File: src/rtl/des_block_sequencer.sv
// Block sequencer wrapping an external DES decrypt core: accepts ciphertext blocks,
// drives the core handshake, applies optional CBC chaining and returns plaintext.
module des_block_sequencer #(
  parameter int TIMEOUT_CYCLES = 4095,
  parameter int CNT_W          = 16
) (
  input  logic             clk,
  input  logic             reset,
  input  logic             start,
  input  logic [63:0]      cfg_key,
  input  logic [63:0]      cfg_iv,
  input  logic             cfg_cbc,
  input  logic             in_valid,
  output logic             in_ready,
  input  logic [63:0]      in_data,
  output logic             out_valid,
  input  logic             out_ready,
  output logic [63:0]      out_data,
  output logic [63:0]      core_message,
  output logic [63:0]      core_key,
  output logic             core_enable,
  output logic             core_ack,
  input  logic             core_done,
  input  logic [63:0]      core_result,
  output logic             busy,
  output logic             error,
  output logic [CNT_W-1:0] block_count
);

  localparam int TW = $clog2(TIMEOUT_CYCLES + 1);

  typedef enum logic [2:0] {IDLE, LOAD, WAIT_DONE, ACK, OUTPUT, ERR} state_t;

  state_t            state_reg, state_next;
  logic [63:0]       key_reg, chain_reg, cblk_reg, out_reg;
  logic              cbc_reg, configured_reg, error_reg;
  logic [TW-1:0]     timer_reg;
  logic [CNT_W-1:0]  count_reg;
  logic              accept, start_ok, timeout_hit;

  assign accept      = in_valid && in_ready;
  assign start_ok    = start && (state_reg == IDLE || state_reg == ERR);
  assign timeout_hit = (timer_reg == TW'(TIMEOUT_CYCLES - 1));

  assign out_data     = out_reg;
  assign core_message = cblk_reg;
  assign core_key     = key_reg;
  assign error        = error_reg;
  assign block_count  = count_reg;

  always_ff @(posedge clk or posedge reset) begin
    if (reset) state_reg <= IDLE;
    else       state_reg <= state_next;
  end

  always_comb begin
    state_next  = state_reg;
    in_ready    = 1'b0;
    out_valid   = 1'b0;
    core_enable = 1'b0;
    core_ack    = 1'b0;
    busy        = (state_reg != IDLE);
    case (state_reg)
      IDLE: begin
        in_ready = configured_reg && !error_reg;
        if (in_valid && configured_reg && !error_reg) state_next = LOAD;
      end
      LOAD: state_next = WAIT_DONE;
      WAIT_DONE: begin
        core_enable = 1'b1;
        if (core_done)        state_next = ACK;
        else if (timeout_hit) state_next = ERR;
      end
      ACK: begin
        core_ack = 1'b1;
        if (!core_done) state_next = OUTPUT;
      end
      OUTPUT: begin
        out_valid = 1'b1;
        if (out_ready) state_next = IDLE;
      end
      ERR:     if (start) state_next = IDLE;
      default: state_next = IDLE;
    endcase
  end

  always_ff @(posedge clk or posedge reset) begin
    if (reset) begin
      key_reg        <= '0;
      chain_reg      <= '0;
      cblk_reg       <= '0;
      out_reg        <= '0;
      cbc_reg        <= 1'b0;
      configured_reg <= 1'b0;
      error_reg      <= 1'b0;
      timer_reg      <= '0;
      count_reg      <= '0;
    end else begin
      if (start_ok) begin
        key_reg        <= cfg_key;
        cbc_reg        <= cfg_cbc;
        chain_reg      <= cfg_iv;
        configured_reg <= 1'b1;
        error_reg      <= 1'b0;
        count_reg      <= '0;
      end
      if (accept) cblk_reg <= in_data;
      if (state_reg == LOAD)           timer_reg <= '0;
      else if (state_reg == WAIT_DONE) timer_reg <= timer_reg + TW'(1);
      // Chaining value is still the previous ciphertext here; it advances on leaving ACK.
      if (state_reg == WAIT_DONE && core_done)
        out_reg <= core_result ^ (cbc_reg ? chain_reg : 64'd0);
      if (state_reg == WAIT_DONE && !core_done && timeout_hit) error_reg <= 1'b1;
      if (state_reg == ACK && !core_done) chain_reg <= cblk_reg;
      if (state_reg == OUTPUT && out_ready) count_reg <= count_reg + CNT_W'(1);
    end
  end

endmodule

File: config.mk
export PLATFORM = sky130hd
export DESIGN_NAME = des_block_sequencer
export DESIGN_NICKNAME = d
export VERILOG_FILES = /design/src/rtl/des_block_sequencer.sv
export SDC_FILE = /design/constraint.sdc
export NUM_CORES = 1
export LEC_CHECK = 0
export ABC_AREA = 1
export CAP_MARGIN = 20
export CORE_UTILIZATION = 30
export CTS_CLUSTER_SIZE = 14
export DETAILED_ROUTE_END_ITERATION = 8
export PLACE_DENSITY_LB_ADDON = 0.15
export SYNTH_ARGS = -nofsm -noshare
export SYNTH_HDL_FRONTEND = slang
export SYNTH_SLANG_ARGS = --single-unit
File: constraint.sdc
create_clock -name clk -period 18 [get_ports clk]
set_clock_uncertainty 0.05 [all_clocks]
set_input_delay 2.7 -clock clk [delete_from_list [all_inputs] [get_ports clk]]
set_output_delay 2.7 -clock clk [all_outputs]
set_load 0.1 [all_outputs]
**Run 1: PDN straps and rails**

Bar = 50 um. Pins as bars on the die edge. Tap cells in grey.
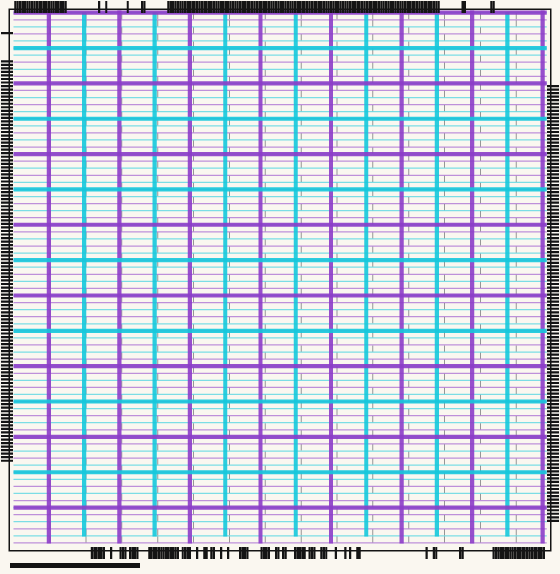
cyan -> VDD
purple -> VSS
met4 straps = 15
met5 straps = 15
tap cells = 539
signal pins = 477

**Run 1: sequential cells coloured by netlist name**

Bar = 50 um.
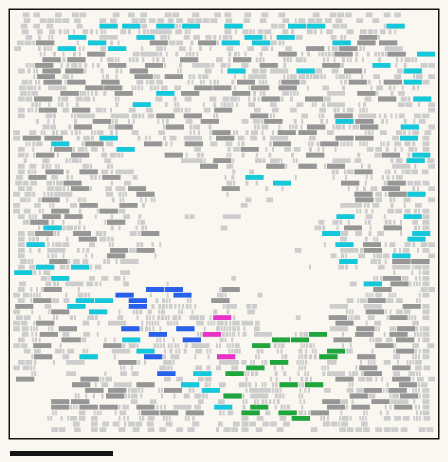
magenta -> state_reg  # sequential cells 3
blue -> timer_reg  # sequential cells 12
green -> block_count  # sequential cells 16
cyan -> out_data  # sequential cells 64, where widely spread
not coloured = 195
sequential fraction of total cell area: 37.90%
flip-flop and latch area: 7258 um2
final cell utilization of the core: 45.76%

**Run 1: wires at chosen ports, followed through buffers**

Bar = 50 um.
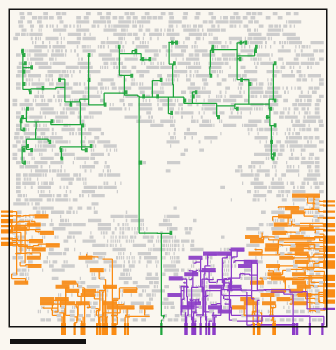
green -> in_valid  # bits 1, direction input, edge bottom, end cells 66, wire 969 um
orange -> core_key  # bits 64, direction output, edge 31 right, 23 bottom, 10 left, end cells 64, wire 1830 um
purple -> block_count  # bits 16, direction output, edge 15 bottom, 1 right, end cells 16, wire 1060 um
number of top-level design ports: 477
buffers added on ports: 476

[run 1: synthesized netlist by cell type (all sizes together)]
cell    instances
a21oi          15
o22ai           2
buf            44
xor2           64
clkbuf         39
o21a            1
nand4           6
ha              3
nand3         217
nor2           43
inv            45
nand3b          1
nor3            2
nor3b           1
dfrtp         290
nand2         653
o21bai          2
o21ai          78
clkinv          1
a31oi           1
o31ai           1
==> changes_impl.md, run 1 <==
### Physical design

- Run status: finished, final reports clean
- Number of cells on the worst reg-to-reg path: 7
- Count of final hold-check violations: 0
- Beginning of the worst register-to-register path: state_reg[2]$_DFFE_PP0P_
- Clock transition at path regs: ~60 ps
- Reg-to-Reg End: chain_reg[20]$_DFFE_PP0P_
- Clock tree from TritonCTS: built
- Post-synthesis cell count: between 1.5k and 2k
- Routed length on met2: roughly 21 mm
- Peak clock frequency supported by timing: around 160 MHz
- Number of antenna violations at the first check in global routing: 8
- Worst Setup SP: state_reg[2]$_DFFE_PP0P_
- Instance count on the critical path: 5
- Register share after synthesis: 57.14%
- Average vias per placed instance: 4.610
- Top Family by Delay on Critical Path: buffers and inverters
- Hold Path Stages: 2
- Via count of the first global-routing pass: roughly 12k
- Capturing element type of the critical path: primary output
- CP max stage cell: clkdlybuf4s50_1
- Max-cap viol count: 0
- Multi-input combinational area share: 25.75%
- Number of DRC markers in iteration 0: 579
- Routed vias: 11.64k
- Final min period: 6132 ps
- Count of buffers added by post-CTS timing repair for setup: 0
- Cell row count: 75
- Fill cell total of the finished layout: 4123
- Total congestion overflow: 0
- Chain of cells forming the critical path: nor2_4 > nand2_2 > nor3_4 > buf_4 > clkdlybuf4s50_1
- Layer with the highest usage: met2
- Maximum number of pins on one net before global-route repair: 89
- Maximum number of buffers from clock root to sink: 3
- Hold slack: 427.6 ps
- Final cell count without fillers: 2526
- First-pass GRT wire length: 69.59 mm
- Fin nets: 2220
- GPL Wtd Cong: 0.8155
- MI comb area: 4931 um2
- HPWL Detailed: 30.94 mm
- Clock sink total: 290
- # Cells Yosys: 1509
- Count of unique library cells instantiated by Yosys: 31
- RSZ-0062 raised after global routing: no
- Number of inserted diodes: 9
- Worst hold path type: reg -> reg
- Initial DRT Pass Iterations: 4
- Final design area excluding fillers: between 15000 and 20000 um2
- Worst setup path end: in_ready
- Final WL: 45.25 mm
- Number of remaining DRC errors: 0
- # hold bufs at CTS: 0
- Setup Slack @ Placement: ~12000 ps
- Post-Synthesis Mean Instance Area: roughly 8.4 um2
- Prevailing logic family in the synthesized netlist: simple AND/OR/NAND/NOR gates
- Largest cell class by area: sequential cells
- FF+latch count, synth: 290
- Routing usage on met1: 26.30%
- Max FO, Critical Path: 66
- Vertical die dimension: between 200 and 250 um
- Slack of the worst reg-to-reg path: 15180 ps
- Cell types with the largest area share after synthesis: dfrtp_1 57%, nand2_1 19%, nand3_1 8.5%
- Cell area after synthesis: 12700 um2
- CTS-repair resized insts: 0
- Die x size: 207.8 um
- Inserted Clock Buffers: 35
**Run 1: local utilization**

Bar = 50 um. The die is cut into 21 by 21 equal tiles; white is low, dark blue is high, 0 to 100% covered.
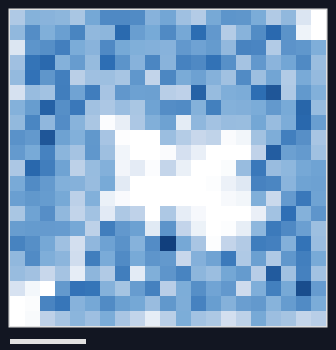

## Run 2: what changed since run 1
Clock period 18 ns to 5.26 ns, I/O delays scaled along.
**Run 2: local utilization**

Bar = 50 um. The die is cut into 21 by 21 equal tiles; white is low, dark blue is high, 0 to 100% covered.
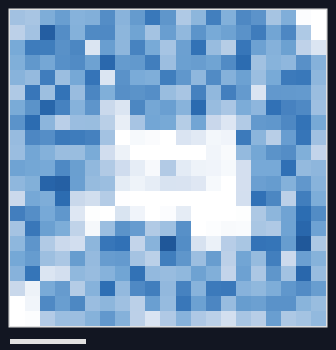
mean over tiles = 43%
nearly empty tiles = 7.3%
emptiest ninth of the die = centre
area of the core region: 41850 um2
final cell utilization of the core: 45.78%
Pre-Place Util: 30.35%

==> changes_impl.md, run 2 <==
### Physical design

- Peak clock frequency supported by timing: ~280 MHz
- RSZ-0062 raised after global routing: no
- Reg-to-Reg End: core_message[47]$_DFFE_PP0P_
- Ys async rst share: 100.0% (unchanged)
- Run status: finished, final reports clean
- Maximum number of pins on one net before global-route repair: 101 (+13%)
- Slack of the worst reg-to-reg path: 2510 ps (-12670 ps)
- Number of inserted diodes: 5 (-4)
- Clock sink total: 290 (unchanged)
- Average vias per placed instance: 4.624 (+0.31%)
- Setup Slack @ Placement: 2176 ps (-10020 ps)
- HPWL Detailed: 31.43 mm (+1.6%)
- CTS-repair resized insts: 0 (unchanged)
- Routed length on met2: 21.88 mm (+2.0%)
- MI comb area: 4931 um2 (unchanged)
- Ranking of synthesized cells by instance count: 652 x nand2_1, 290 x dfrtp_1, 216 x nand3_1
- Routing usage on met1: 26.20% (-0.095 points)
- Total congestion overflow: 0 (unchanged)
- Clock transition at path regs: 60 ps (about the same)
- Routed vias: 11.68k (+0.27%)
- Worst setup path end: in_ready
- Initial DRT Pass Iterations: 5 (+1)
- Post-Synthesis Mean Instance Area: 8.417 um2 (unchanged)
- First-pass GRT wire length: 70.88 mm (+1.9%)
- Chain of cells forming the critical path: nor2_4 > nand2_2 > nor3_4 > clkdlybuf4s50_1
- Hold Path Stages: 2 (unchanged)
- Number of cells on the worst reg-to-reg path: 8 (+1)
- Register share after synthesis: 57.14% (unchanged)
- Cell area after synthesis: 12700 um2 (unchanged)
- Worst Setup SP: state_reg[2]$_DFFE_PP0P_
- Max-cap viol count: 0 (unchanged)
- Fill cell total of the finished layout: 4140 (+0.41%)
- Area growth from synthesis to layout: 50.85%
- Top Family by Delay on Critical Path: buffers and inverters
- Number of enable flip-flop cells: 0 (unchanged)
- Clock tree from TritonCTS: built
- Number of top-level design ports: 477 (unchanged)
- CTS H-Tree Depth: 2
- Cell with the most instances after synthesis: nand2_1
- Hold slack: 429.0 ps (+1.467 ps)
- Inserted Clock Buffers: 36 (+2.9%)
- Via count of the first global-routing pass: 11.89k (+2.6%)
- Critical path launch point type: flip-flop
- Sequential fraction of total cell area: 37.88% (about the same)
- CP max stage cell: clkdlybuf4s50_1
- FF+latch count, synth: 290 (unchanged)
- Cell row count: 75 (unchanged)
- Flip-flop and latch area: 7258 um2 (unchanged)
- Number of DRC markers in iteration 0: 512 (-12%)
- Fin nets: 2222 (+0.090%)
- Instance count on the critical path: 4 (-1)
- Buffers added on ports: 476 (unchanged)
- Final design area excluding fillers: 19160 um2 (about the same)
- Max FO, Critical Path: 7 (-89%)
- Multi-input combinational area share: 25.74% (about the same)
- Largest cell class by area: sequential cells
- # hold bufs at CTS: 0 (unchanged)
- Number of remaining DRC errors: 0 (unchanged)
- Capturing element type of the critical path: primary output
- Vertical die dimension: 207.8 um (unchanged)
- Layer with the highest usage: met2
- Die x size: 207.8 um (unchanged)
- Worst hold path type: reg -> reg
- Beginning of the worst register-to-register path: state_reg[2]$_DFFE_PP0P_
- # Cells Yosys: 1509 (unchanged)
- Count of final hold-check violations: 0 (unchanged)
[run 2: netlist changes by cell type in the layout (fill, tap and decap cells not counted), sizes merged]
cell	previous run	this run
buf	16	17
inv	45	46
clkinvlp	0	3
diode	9	5
bufinv	4	2
[run 2: kinds of logic (layout without fill, tap and decap cells)]
kind of cell	count (synthesis)	count (layout)	synth area share (%)
compound gates	100	100	4.138
xor+xnor	64	64	4.413
fa+ha+maj	3	3	0.2956
buf+inv	129	601	4.226
flops	290	290	57.14
other cells	0	5	0
simple gates	923	923	29.79
